## config.mk

```make
export PLATFORM = sky130hd
export DESIGN_NAME = mem_arbiter
export DESIGN_NICKNAME = d
export VERILOG_FILES = /design/src/rtl/mem_arbiter_pkg.sv /design/src/rtl/mem_arbiter_rr_pick2.sv /design/src/rtl/mem_arbiter.sv
export SDC_FILE = /design/constraint.sdc
export NUM_CORES = 1
export LEC_CHECK = 0
export CAP_MARGIN = 20
export CORE_MARGIN = 5
export CORE_UTILIZATION = 43
export CTS_BUF_LIST = sky130_fd_sc_hd__clkbuf_4
export DETAILED_ROUTE_END_ITERATION = 10
export HOLD_SLACK_MARGIN = 0.05
export PLACE_DENSITY = 0.82
export REMOVE_ABC_BUFFERS = 1
export SYNTH_ARGS = -nofsm -noshare
export SYNTH_HDL_FRONTEND = slang
export SYNTH_SLANG_ARGS = --single-unit
export TNS_END_PERCENT = 100
```

## constraint.sdc

```tcl
create_clock -name Clk -period 2.4 [get_ports Clk]
set_input_delay 0.48 -clock Clk [delete_from_list [all_inputs] [get_ports Clk]]
set_output_delay 0.48 -clock Clk [all_outputs]
set_load 0.01 [all_outputs]
```

## src/rtl/mem_arbiter_pkg.sv

```systemverilog
// -----------------------------------------------------------------------------
// mem_arbiter_pkg
// Shared definitions for the two-port BRAM arbiter:
//   - ADDR_W / DATA_W : default memory address / data widths (256x16 BRAM)
//   - state_e         : arbiter FSM state encoding
//   - PORT0 / PORT1   : requester identifiers (CPU path / loader-debug path)
// -----------------------------------------------------------------------------
package mem_arbiter_pkg;

   localparam int ADDR_W = 8;
   localparam int DATA_W = 16;

   typedef enum logic [1:0] {
      ST_IDLE   = 2'd0,
      ST_ACCESS = 2'd1,
      ST_RESP   = 2'd2
   } state_e;

   localparam logic PORT0 = 1'b0;
   localparam logic PORT1 = 1'b1;

endpackage

```

## src/rtl/mem_arbiter_rr_pick2.sv

```systemverilog
// -----------------------------------------------------------------------------
// rr_pick2
// Combinational winner selection between two requesters.
//   req0_i, req1_i  : pending requests
//   last_i          : port granted most recently (round-robin pointer)
//   lock_valid_i    : a lock is held
//   lock_id_i       : port owning the lock
//   grant_valid_o   : some port wins this cycle
//   grant_id_o      : winning port
// A held lock only binds while its owner is still requesting; once the owner
// lets go, plain round-robin applies in the same cycle.
// -----------------------------------------------------------------------------
module rr_pick2
   import mem_arbiter_pkg::*;
(
   input  logic req0_i,
   input  logic req1_i,
   input  logic last_i,
   input  logic lock_valid_i,
   input  logic lock_id_i,
   output logic grant_valid_o,
   output logic grant_id_o
);

   logic owner_req_s;

   assign owner_req_s = (lock_id_i == PORT1) ? req1_i : req0_i;

   // Winner selection: lock owner first, then round-robin on a tie
   always_comb begin
      grant_valid_o = 1'b0;
      grant_id_o    = PORT0;
      if (lock_valid_i && owner_req_s) begin
         grant_valid_o = 1'b1;
         grant_id_o    = lock_id_i;
      end else if (req0_i && req1_i) begin
         grant_valid_o = 1'b1;
         grant_id_o    = ~last_i;
      end else if (req0_i) begin
         grant_valid_o = 1'b1;
         grant_id_o    = PORT0;
      end else if (req1_i) begin
         grant_valid_o = 1'b1;
         grant_id_o    = PORT1;
      end else begin
         grant_valid_o = 1'b0;
         grant_id_o    = PORT0;
      end
   end

endmodule

```

## src/rtl/mem_arbiter.sv

```systemverilog
// -----------------------------------------------------------------------------
// mem_arbiter
// Shares the single port of a 256x16 BRAM between two Req/Ack requesters.
// Each access takes IDLE (arbitrate) -> ACCESS (memory enabled for one cycle,
// memory acts on the negedge inside it) -> RESP (Ack pulse).
//   Clk, Reset              : clock, asynchronous active-high reset
//   Req/Wr/Lock/Addr/WData  : per-port request inputs (0 = CPU, 1 = loader)
//   Ack/RData               : per-port completion pulse and last read data
//   Mem_Addr/Mem_DIn        : memory address / write data (held between uses)
//   Mem_DOut                : memory read data
//   Mem_En/Mem_Write_EN     : active-low memory controls
//   Busy                    : FSM not in IDLE
// All outputs come straight from registers so the memory sees controls that
// only move on posedges and are stable across its sampling negedge.
// -----------------------------------------------------------------------------
module mem_arbiter
   import mem_arbiter_pkg::*;
#(
   parameter int AddrWidth = ADDR_W,
   parameter int DataWidth = DATA_W
) (
   input  logic                 Clk,
   input  logic                 Reset,
   input  logic                 Req0,
   input  logic                 Req1,
   input  logic                 Wr0,
   input  logic                 Wr1,
   input  logic                 Lock0,
   input  logic                 Lock1,
   input  logic [AddrWidth-1:0] Addr0,
   input  logic [AddrWidth-1:0] Addr1,
   input  logic [DataWidth-1:0] WData0,
   input  logic [DataWidth-1:0] WData1,
   output logic                 Ack0,
   output logic                 Ack1,
   output logic [DataWidth-1:0] RData0,
   output logic [DataWidth-1:0] RData1,
   output logic [AddrWidth-1:0] Mem_Addr,
   output logic [DataWidth-1:0] Mem_DIn,
   input  logic [DataWidth-1:0] Mem_DOut,
   output logic                 Mem_En,
   output logic                 Mem_Write_EN,
   output logic                 Busy
);

   state_e state_q, state_d;

   logic                 last_q, last_d;
   logic                 gnt_q, gnt_d;
   logic                 lock_valid_q, lock_valid_d;
   logic                 lock_id_q, lock_id_d;
   logic                 mem_en_q, mem_en_d;
   logic                 mem_we_q, mem_we_d;
   logic [AddrWidth-1:0] mem_addr_q, mem_addr_d;
   logic [DataWidth-1:0] mem_din_q, mem_din_d;
   logic                 ack0_q, ack0_d;
   logic                 ack1_q, ack1_d;
   logic [DataWidth-1:0] rdata0_q, rdata0_d;
   logic [DataWidth-1:0] rdata1_q, rdata1_d;
   logic                 busy_q, busy_d;

   logic                 grant_valid_s;
   logic                 grant_id_s;
   logic                 lock_drop_s;
   logic                 win_wr_s;
   logic [AddrWidth-1:0] win_addr_s;
   logic [DataWidth-1:0] win_data_s;
   logic                 gnt_lock_s;

   rr_pick2 u_pick (
      .req0_i        (Req0),
      .req1_i        (Req1),
      .last_i        (last_q),
      .lock_valid_i  (lock_valid_q),
      .lock_id_i     (lock_id_q),
      .grant_valid_o (grant_valid_s),
      .grant_id_o    (grant_id_s)
   );

   // The lock evaporates as soon as its owner stops requesting in IDLE
   assign lock_drop_s = lock_valid_q && !((lock_id_q == PORT1) ? Req1 : Req0);
   assign win_wr_s    = (grant_id_s == PORT1) ? Wr1    : Wr0;
   assign win_addr_s  = (grant_id_s == PORT1) ? Addr1  : Addr0;
   assign win_data_s  = (grant_id_s == PORT1) ? WData1 : WData0;
   assign gnt_lock_s  = (gnt_q == PORT1)      ? Lock1  : Lock0;

   // FSM state register
   always_ff @(posedge Clk or posedge Reset) begin
      if (Reset) begin
         state_q <= ST_IDLE;
      end else begin
         state_q <= state_d;
      end
   end

   // FSM next-state logic
   always_comb begin
      state_d = state_q;
      case (state_q)
         ST_IDLE: begin
            if (grant_valid_s) begin
               state_d = ST_ACCESS;
            end else begin
               state_d = ST_IDLE;
            end
         end
         ST_ACCESS: state_d = ST_RESP;
         ST_RESP:   state_d = ST_IDLE;
         default:   state_d = ST_IDLE;
      endcase
   end

   // Output / datapath next values, registered below
   always_comb begin
      mem_en_d     = 1'b1;
      mem_we_d     = 1'b1;
      mem_addr_d   = mem_addr_q;
      mem_din_d    = mem_din_q;
      ack0_d       = 1'b0;
      ack1_d       = 1'b0;
      rdata0_d     = rdata0_q;
      rdata1_d     = rdata1_q;
      last_d       = last_q;
      gnt_d        = gnt_q;
      lock_valid_d = lock_valid_q;
      lock_id_d    = lock_id_q;
      busy_d       = (state_d != ST_IDLE);
      case (state_q)
         ST_IDLE: begin
            if (lock_drop_s) begin
               lock_valid_d = 1'b0;
            end else begin
               lock_valid_d = lock_valid_q;
            end
            if (grant_valid_s) begin
               gnt_d      = grant_id_s;
               last_d     = grant_id_s;
               mem_en_d   = 1'b0;
               mem_we_d   = ~win_wr_s;
               mem_addr_d = win_addr_s;
               mem_din_d  = win_data_s;
            end else begin
               mem_en_d   = 1'b1;
            end
         end
         ST_ACCESS: begin
            ack0_d       = (gnt_q == PORT0);
            ack1_d       = (gnt_q == PORT1);
            lock_valid_d = gnt_lock_s;
            lock_id_d    = gnt_q;
            // mem_we_q high means this access was a read
            if (mem_we_q) begin
               if (gnt_q == PORT1) begin
                  rdata1_d = Mem_DOut;
               end else begin
                  rdata0_d = Mem_DOut;
               end
            end else begin
               rdata0_d = rdata0_q;
            end
         end
         ST_RESP: begin
            ack0_d = 1'b0;
            ack1_d = 1'b0;
         end
         default: begin
            mem_en_d = 1'b1;
         end
      endcase
   end

   // Output and bookkeeping registers; reset forces the memory disabled at once
   always_ff @(posedge Clk or posedge Reset) begin
      if (Reset) begin
         mem_en_q     <= 1'b1;
         mem_we_q     <= 1'b1;
         mem_addr_q   <= {AddrWidth{1'b0}};
         mem_din_q    <= {DataWidth{1'b0}};
         ack0_q       <= 1'b0;
         ack1_q       <= 1'b0;
         rdata0_q     <= {DataWidth{1'b0}};
         rdata1_q     <= {DataWidth{1'b0}};
         busy_q       <= 1'b0;
         last_q       <= PORT1;
         gnt_q        <= PORT0;
         lock_valid_q <= 1'b0;
         lock_id_q    <= PORT0;
      end else begin
         mem_en_q     <= mem_en_d;
         mem_we_q     <= mem_we_d;
         mem_addr_q   <= mem_addr_d;
         mem_din_q    <= mem_din_d;
         ack0_q       <= ack0_d;
         ack1_q       <= ack1_d;
         rdata0_q     <= rdata0_d;
         rdata1_q     <= rdata1_d;
         busy_q       <= busy_d;
         last_q       <= last_d;
         gnt_q        <= gnt_d;
         lock_valid_q <= lock_valid_d;
         lock_id_q    <= lock_id_d;
      end
   end

   assign Mem_En       = mem_en_q;
   assign Mem_Write_EN = mem_we_q;
   assign Mem_Addr     = mem_addr_q;
   assign Mem_DIn      = mem_din_q;
   assign Ack0         = ack0_q;
   assign Ack1         = ack1_q;
   assign RData0       = rdata0_q;
   assign RData1       = rdata1_q;
   assign Busy         = busy_q;

endmodule

```

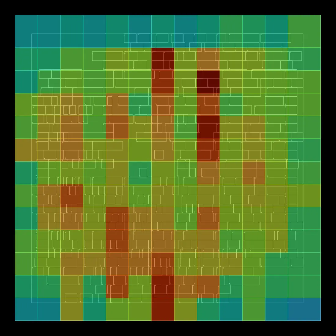
Fig. 1. Congestion heat map.
met1 Usage GRT: 22.49%
GRT Overall Usage: 19.26%
final core utilization: 67.24%
grt met2 use: 32.63%

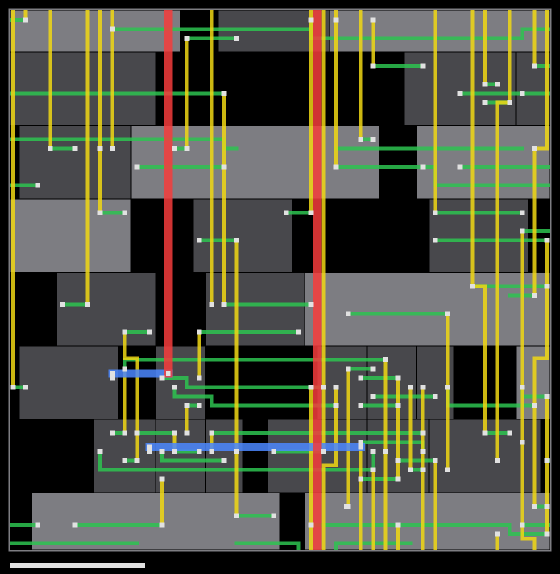
Fig. 2. Zoomed window.
The bar under the picture is 5 um long. Window x 36 to 56, y 55 to 75 um. Cells in gray, sequential cells in the stronger gray; small squares are vias.
| layer | color |
|---|---|
| met1 | green |
| met2 | yellow |
| met3 | blue |
| met4 | red |
netlist names of flops here include: RData1 (3), RData0 (2)
sequential cells in the window: 7
most frequent: dfrtp_1 (7), clkdlybuf4s50_1 (6), mux2_2 (4)
cells with their middle in the window: 25

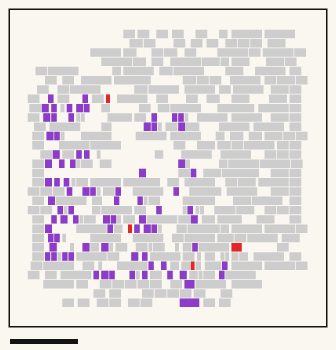
Fig. 3. Selected gate families.
The bar under the picture is 20 um long.
| family | color | cells |
|---|---|---|
| inverters | red | 4 |
| inverting AOI/OAI gates | purple | 79 |
combinational share of cell area: 25.09%
most frequent logic cell in the layout: clkdlybuf4s50_1
post-route insts no fill: 459

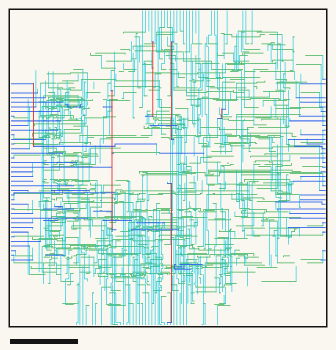
Fig. 4. Routed metal, one color a layer.
The bar under the picture is 20 um long.
| layer | color | wire length |
|---|---|---|
| met1 | green | 3250 um |
| met4 | red | 153 um |
| met2 | cyan | 4100 um |
| met3 | blue | 664 um |
via count: 2447
final wirelength: 8168 um
Routed WL per cell: 17.80 um

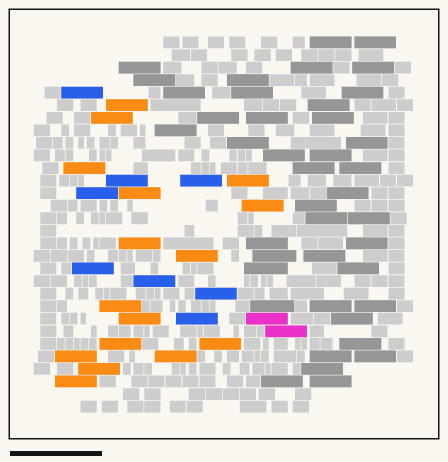
Fig. 5. Register map, names as in the netlist.
The bar under the picture is 20 um long. Other sequential cells in the stronger gray, the rest of the logic in the fainter gray.
| signal | color | placed flops |
|---|---|---|
| state_q | magenta | 2 |
| Mem_Addr | blue | 8 |
| Mem_DIn | orange | 16 |
not colored: 41

==> out/metrics.cfg <==
[min_path]
hold_class = in2async

[critical_path]
r2r_cells = 4
crit_type = reg2out
path_max_fanout = 3
crit_end = Mem_Write_EN
arrival_ns = 1.57
r2r_end = Mem_DIn[13]$_DFFE_PP0P_
cp_top_family = flip-flops
crit_cells = 1
worst-r2r-setup-slack_ns = 0.79
cp-end-kind = primary output
worstPathRequired_ns = 1.92
crit_path_max_incr_delay_ns = 0.61
cp-start-kind = register
reg2reg_from = lock_valid_q$_DFFE_PP0P_
path_cells = clkdlybuf4s50_1
path_buffers = 1

[synth]
area_leaders = dfrtp_1, mux2_4, a31oi_1
mux_share_pct = 15.48
ys_sh_adder_pct = 0
yosysTopAreaCellShare_pct = 54.44
syn_area_per_cell_um2 = 12.11
logic_family = AND-OR/OR-AND gates
top_cell = dfrtp_1
ys_cells = 243
ys_async_sr_fraction_pct = 100.0
ys_ff = 67
synth_area_mm2 = 0.002942
aoi_share_pct = 15.53
syn_inst = 243
yosysUniqueCellTypes = 33
flop_cell = dfrtp_1
synthTopCellsByCount = dfrtp_1, nor2_1, o21ai_0, a31oi_1, a21oi_1
top_area_cell = dfrtp_1
yosysWarnings = 0
simple_gate_share_pct = 7.529
synth-xor-area-share_pct = 0
postSynthSeqShare_pct = 57.12
synth-edff-count = 0

[power]
p_switching_mw = 2.020
power_top_consumer = combinational logic
clock_net_power_mw = 1.05
powerDensity_mw_per_mm2 = 1346
pg_seq_mw = 2.07
ir_worst_vdd_uv = 540.5
swShare_pct = 33.22
intPower_mw = 4.060
p_leak_nw = 1.894
p_comb_mw = 2.96

[sta]
final.setup.tns_ns = 0
tightestPinTransition_ns = 0.6983
final-setup-viol-count = 0
maxSlewViolCount = 0
max_freq_mhz = 487.6
timing.final.crit_period_ns = 2.051
slew_headroom_pct = 53.27
rsz0062_at_grt = no
finalClockPeriodUsage_pct = 85.46

[layout]
design_area_mm2 = 0.004518
drive_above_1_share_pct = 17.68
nonClkBufAreaFrac_pct = 30.35
inverters = 4
layout.nets = 446
diodes = 0
seq_share_pct = 37.19
area_delta_synth_final_pct = 53.59
fillers = 513
nClkBuffers = 10
largestClassByArea = flip-flops and latches
buffers = 137
final-clk-cell-share_pct = 4.708
flop-count = 67
nMultiInputCombCells = 155
register_area_mm2 = 0.001680

[route]
dr_wl_met2_um = 4100
drt_first_pass_iters = 4
top_layer_used = met4
drc = 0
final_antenna_net_count = 0
drt-met1-wl_um = 3250
viasPerCell = 5.331

[placement]
dpl_cell_area_mm2 = 0.004305
port_buffers = 132
place_hpwl_um = 5833
gp_congestion = 0.8359

[clock_network]
h-tree-depth = 3
cts.sinks = 67
cts_resized = 0
cts_tree = done
clk_latency_ns = 0.39
clockBufferDepth = 2
cts_buffers = 9
path_clk_slew_ns = 0.12

[die]
die_w_um = 92.71
fp-utilization_pct = 43.78
die-area_mm2 = 0.008595
rows = 30
ios = 133
core-area_mm2 = 0.006719

[global_routing]
overflow = 0
grt_pass1_wl_um = 12840
use_met3_pct = 6.418
gr-max-usage-layer = met2
grt_max_degree = 50

[flow_run]
warnings = 25
max-cap-violations = 0

[outcome]
outcome = finished, final reports clean

[sequential cells by signal, indices dropped and copies added, names as in the netlist]
name / cells
state_q: 2
Mem_Write_EN: 1
last_q: 1
RData0: 16
Mem_Addr: 8
Mem_DIn: 16
RData1: 16
Ack0: 1
Ack1: 1
gnt_q: 1
Busy: 1
lock_valid_q: 1
lock_id_q: 1
Mem_En: 1
[metrics by stage]
step	instances	hold slack [ns]	total power, mW	worst slack [ns]	utilization, %
after global routing	459	0.3947	6.456	0.2761	67.24
after global placement	443	0.4734	4.968	0.4401	64.08
after CTS	459	0.3690	6.139	0.3170	67.24
final	459	0.3859	6.080	0.3489	67.24
after floorplan	226	0.4441	3.525	0.2418	-
after detailed placement	443	0.4769	5.068	0.4409	64.08
Power figures rest on the tool's default switching activity, not on a simulated workload.
